File: config.mk
export PLATFORM = sky130hd
export DESIGN_NAME = hazard_controller
export DESIGN_NICKNAME = d
export VERILOG_FILES = /design/src/rtl/hazard_pkg.sv /design/src/rtl/hazard_controller_sat_counter.sv /design/src/rtl/hazard_controller.sv
export SDC_FILE = /design/constraint.sdc
export NUM_CORES = 1
export LEC_CHECK = 0
export CORE_MARGIN = 5
export CORE_UTILIZATION = 50
export DETAILED_ROUTE_END_ITERATION = 16
export HOLD_SLACK_MARGIN = 0.06
export PLACE_DENSITY = 0.87
export REMOVE_ABC_BUFFERS = 1
export SETUP_SLACK_MARGIN = 0.15
export SLEW_MARGIN = 20
export SYNTH_ARGS = -nofsm -noshare
export SYNTH_HDL_FRONTEND = slang
export SYNTH_SLANG_ARGS = --single-unit
File: constraint.sdc
create_clock -name clk -period 4.7 [get_ports clk]
set_clock_uncertainty 0.05 [all_clocks]
set_input_delay 0.94 -clock clk [delete_from_list [all_inputs] [get_ports clk]]
set_output_delay 0.94 -clock clk [all_outputs]
set_load 0.1 [all_outputs]
File: src/rtl/hazard_pkg.sv
// Shared types and encodings for the execute-stage hazard controller.
package hazard_pkg;

  localparam int REG_AW = 5;

  typedef logic [REG_AW-1:0] reg_addr_t;
  typedef logic [1:0]        fwd_sel_t;

  // Operand mux selects on the execute-stage A/B inputs
  localparam fwd_sel_t FWD_RF  = 2'b00;
  localparam fwd_sel_t FWD_WB  = 2'b01;
  localparam fwd_sel_t FWD_MEM = 2'b10;

  typedef enum logic {
    IDLE = 1'b0,
    BUSY = 1'b1
  } mul_state_e;

  // Memory-stage producer wins over writeback; x0 is never forwarded.
  function automatic fwd_sel_t fwd_select(input reg_addr_t rs,
                                          input reg_addr_t rd_m,
                                          input logic      we_m,
                                          input reg_addr_t rd_w,
                                          input logic      we_w);
    fwd_sel_t sel;
    sel = FWD_RF;
    if (we_m && (rd_m != '0) && (rd_m == rs)) begin
      sel = FWD_MEM;
    end else if (we_w && (rd_w != '0) && (rd_w == rs)) begin
      sel = FWD_WB;
    end
    return sel;
  endfunction

endpackage

File: src/rtl/hazard_controller_sat_counter.sv
// Saturating up-counter with synchronous clear; clear beats increment.
module sat_counter #(
  parameter int W = 16
) (
  input  logic         clk,
  input  logic         rst,
  input  logic         clr,
  input  logic         inc,
  output logic [W-1:0] count
);

  logic [W-1:0] count_q, count_d;

  // Clear first, otherwise step up until all ones
  always_comb begin
    count_d = count_q;
    if (clr) begin
      count_d = '0;
    end else if (inc && (count_q != '1)) begin
      count_d = count_q + W'(1);
    end
  end

  // Count register, zeroed while reset is low
  always_ff @(posedge clk or negedge rst) begin
    if (!rst) begin
      count_q <= '0;
    end else begin
      count_q <= count_d;
    end
  end

  assign count = count_q;

endmodule

File: src/rtl/hazard_controller.sv
// Execute-stage hazard controller: operand forwarding, load-use and
// taken-branch resolution, multi-cycle op sequencing and debug counters.
//
// state | meaning
// IDLE  | no multi-cycle op in flight; start cycle is handled here
// BUSY  | multi-cycle op holding execute; cnt_q = cycles left incl. this one
module hazard_controller
  import hazard_pkg::*;
#(
  parameter int MUL_LATENCY = 4,
  parameter int CNT_W       = 16
) (
  input  logic              clk,
  input  logic              rst,
  input  logic [REG_AW-1:0] Rs1_D,
  input  logic [REG_AW-1:0] Rs2_D,
  input  logic [REG_AW-1:0] Rs1_E,
  input  logic [REG_AW-1:0] Rs2_E,
  input  logic [REG_AW-1:0] RD_E,
  input  logic              ResultSrcE,
  input  logic              PCSrcE,
  input  logic              MulStartE,
  input  logic [REG_AW-1:0] RD_M,
  input  logic              RegWriteM,
  input  logic [REG_AW-1:0] RD_W,
  input  logic              RegWriteW,
  input  logic              CntClr,
  output logic [1:0]        ForwardA_E,
  output logic [1:0]        ForwardB_E,
  output logic              StallF,
  output logic              StallD,
  output logic              StallE,
  output logic              FlushD,
  output logic              FlushE,
  output logic              FlushM,
  output logic              MulBusy,
  output logic              MulDoneE,
  output logic [CNT_W-1:0]  StallCount,
  output logic [CNT_W-1:0]  FlushCount
);

  localparam logic [3:0] CNT_LOAD = 4'(MUL_LATENCY - 1);
  localparam bit         MULTI    = (MUL_LATENCY > 1);

  mul_state_e state_q, state_d;
  logic [3:0] cnt_q, cnt_d;
  logic       mul_stall, mul_done;
  logic       branch, lw_stall, lw_take;

  // FSM state and countdown registers
  always_ff @(posedge clk or negedge rst) begin
    if (!rst) begin
      state_q <= IDLE;
      cnt_q   <= '0;
    end else begin
      state_q <= state_d;
      cnt_q   <= cnt_d;
    end
  end

  // Next state and multi-cycle hold/done decode; a taken branch cancels a start
  always_comb begin
    state_d   = state_q;
    cnt_d     = cnt_q;
    mul_stall = 1'b0;
    mul_done  = 1'b0;
    case (state_q)
      IDLE: begin
        if (MulStartE && !PCSrcE) begin
          if (MULTI) begin
            mul_stall = 1'b1;
            cnt_d     = CNT_LOAD;
            state_d   = BUSY;
          end else begin
            mul_done = 1'b1;
          end
        end
      end
      BUSY: begin
        if (cnt_q > 4'd1) begin
          mul_stall = 1'b1;
          cnt_d     = cnt_q - 4'd1;
        end else begin
          mul_done = 1'b1;
          cnt_d    = '0;
          state_d  = IDLE;
        end
      end
      default: begin
        state_d = IDLE;
        cnt_d   = '0;
      end
    endcase
  end

  // Branches are ignored while execute holds a multi-cycle op
  assign branch   = (state_q == IDLE) && PCSrcE;
  assign lw_stall = ResultSrcE && (RD_E != '0) && ((RD_E == Rs1_D) || (RD_E == Rs2_D));
  assign lw_take  = lw_stall && !mul_stall && !branch;

  // Pipeline controls; everything reads 0 while reset is held
  always_comb begin
    ForwardA_E = FWD_RF;
    ForwardB_E = FWD_RF;
    StallF     = 1'b0;
    StallD     = 1'b0;
    StallE     = 1'b0;
    FlushD     = 1'b0;
    FlushE     = 1'b0;
    FlushM     = 1'b0;
    MulBusy    = 1'b0;
    MulDoneE   = 1'b0;
    if (rst) begin
      ForwardA_E = fwd_select(Rs1_E, RD_M, RegWriteM, RD_W, RegWriteW);
      ForwardB_E = fwd_select(Rs2_E, RD_M, RegWriteM, RD_W, RegWriteW);
      StallF     = mul_stall || lw_take;
      StallD     = mul_stall || lw_take;
      StallE     = mul_stall;
      FlushD     = branch;
      FlushE     = branch || lw_take;
      FlushM     = mul_stall;
      MulBusy    = (state_q == BUSY);
      MulDoneE   = mul_done;
    end
  end

  sat_counter #(.W(CNT_W)) u_stall_cnt (
    .clk   (clk),
    .rst   (rst),
    .clr   (CntClr),
    .inc   (StallF),
    .count (StallCount)
  );

  sat_counter #(.W(CNT_W)) u_flush_cnt (
    .clk   (clk),
    .rst   (rst),
    .clr   (CntClr),
    .inc   (FlushE),
    .count (FlushCount)
  );

endmodule

==> results.json <==
{
  "synth-simple-area-share": 0.294,
  "common_cells": "37 x dfrtp_1, 26 x a21oi_1, 19 x nand3_1",
  "largestClassByArea": "multi-input combinational cells",
  "crit_chain": "clkdlybuf4s50_1, or4_1, o21ai_0, nor4_1, nor4_1, buf_12",
  "top_area_frac": 0.357,
  "cts_root_buffer": "clkbuf_8",
  "ys_sh_mux": 0.0304,
  "cts_buffer_depth": 2,
  "gp_congestion": 0.842,
  "n_clock_buffer": 5,
  "sh_comb_area": 0.431,
  "min_period_ns": 3.99,
  "grt_max_degree": 33,
  "required_ns": 3.71,
  "slew_headroom": 0.288,
  "clkCellAreaFrac": 0.0378,
  "stdcell_count": 454,
  "reg2reg_from": "cnt_q[0]$_DFFE_PN0P_",
  "yosysChipArea_um2": 2600,
  "maxCapViolations": 0,
  "fmax_mhz": 251,
  "via_per_inst": 5.76,
  "dp_hpwl_um": 5160,
  "yosys_warnings": 0,
  "ys_sh_aoi": 0.159,
  "yosysSeqAreaShare": 0.357,
  "drive_above_1_share": 0.0885,
  "finalSetupViolCount": 0,
  "outcome": "complete, no violations",
  "placementRows": 26,
  "ir_worst_vdd_v": 0.000326,
  "die_area_um2": 6730,
  "antenna_found_initial": 0,
  "fp-utilization": 0.512,
  "area_delta_synth_final_pct": 40.1,
  "synth_area_per_cell_um2": 8.63,
  "power_uw": 1270,
  "placed_area_um2": 3500,
  "startpoint": "RD_M[1]",
  "ys_types": 39,
  "gr-total-overflow": 0,
  "slew_violations": 0,
  "worstHoldPathType": "in2async",
  "pwr-share-clk": 0.268,
  "p_clk_uw": 341,
  "flop_cell": "dfrtp_1",
  "lay_top_count": "clkdlybuf4s50_1",
  "final_hold_viol_count": 0,
  "syn_inst": 301,
  "seq_share": 0.255,
  "die_w_um": 82.1,
  "cp.buffers_inverters": 2,
  "buffer_area_frac": 0.248,
  "synth_dominant_cell_count": "dfrtp_1",
  "p_switching_uw": 544,
  "power.share.sequential": 0.297,
  "die_h_um": 82.1,
  "io_pins": 87,
  "grt_usage": 0.211,
  "comb_area_um2": 1570,
  "numCtsBuffers": 5,
  "flop-count": 37,
  "use_met1": 0.249,
  "comb_power_share": 0.434,
  "preCtsSetupSlack_ns": 0.697,
  "cts_tree": "built",
  "grt_pass1_wl_um": 11300,
  "inverters": 5,
  "start_kind": "primary input",
  "wl_met1_um": 2790,
  "logic_gates": 243,
  "topCellsByArea": "dfrtp_1 36%, xnor2_1 5.4%, a21oi_1 5.0%",
  "clkTransAtPathRegs_ns": 0.08,
  "port_buffers": 86,
  "n_fill_cell": 432,
  "worstSetupPathType": "in2out",
  "tns_ns": 0,
  "insertion_delay_ns": 0.30,
  "p_int_uw": 726,
  "ff2ff_path_depth": 9,
  "ys_ff": 37,
  "power.density_nw_per_um2": 349,
  "tapCellCount": 70,
  "cts_resized": 0,
  "comb-power_uw": 551,
  "post_cts_buffers": 0,
  "cp_slowest_cell": "or4_1",
  "final_nets": 430
}
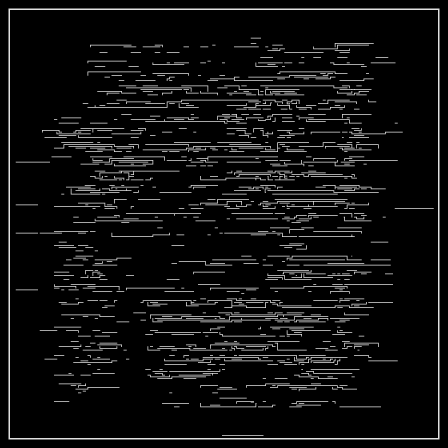
**Above:** M1 wires.
main direction: horizontal
nets with wire on the layer: 360
share of all routed wire: 41%
longest straight run: 16.6 um
wire length on this layer: 2790 um

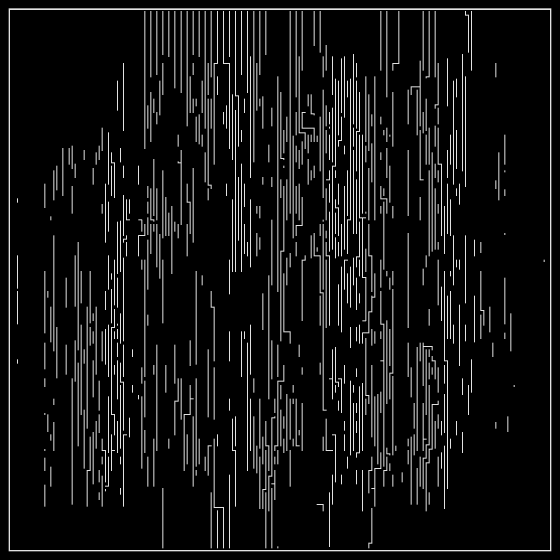
**Above:** met2 routing.
longest straight run: 32.6 um
nets with wire on the layer: 382

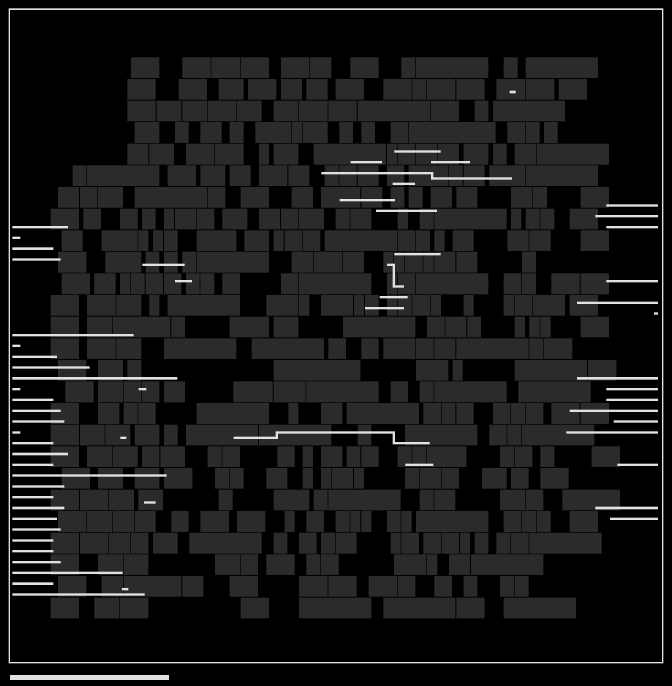
**Above:** met3 routing.
Bar = 20 um.
longest straight run: 20.5 um
nets with wire on the layer: 58

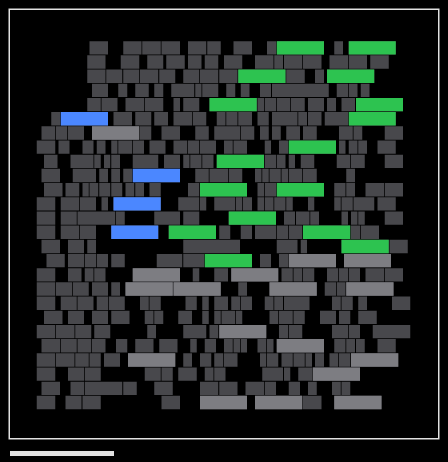
**Above:** where the registers sit.
Bar = 20 um. Other sequential cells in the stronger gray, the rest of the logic in the fainter gray.
[`cnt_q`] blue | sequential cells: 4
[`u_stall_cnt.count`] green | sequential cells: 16

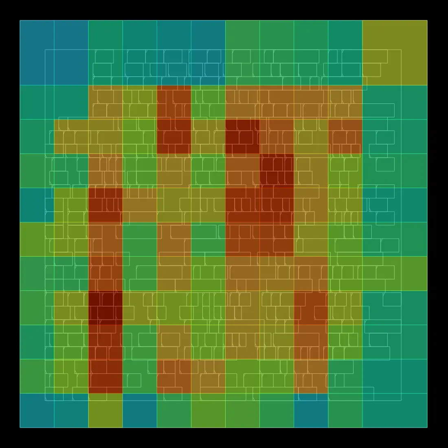
**Above:** congestion heat map.
Finished Core Util: 0.717
M3 GR Usage: 0.0417
M2 GR Usage: 0.383
most used routing layer: met2
wire length per cell: 14.9 um

No activity file was given, so power comes from the tool's default toggle rates.
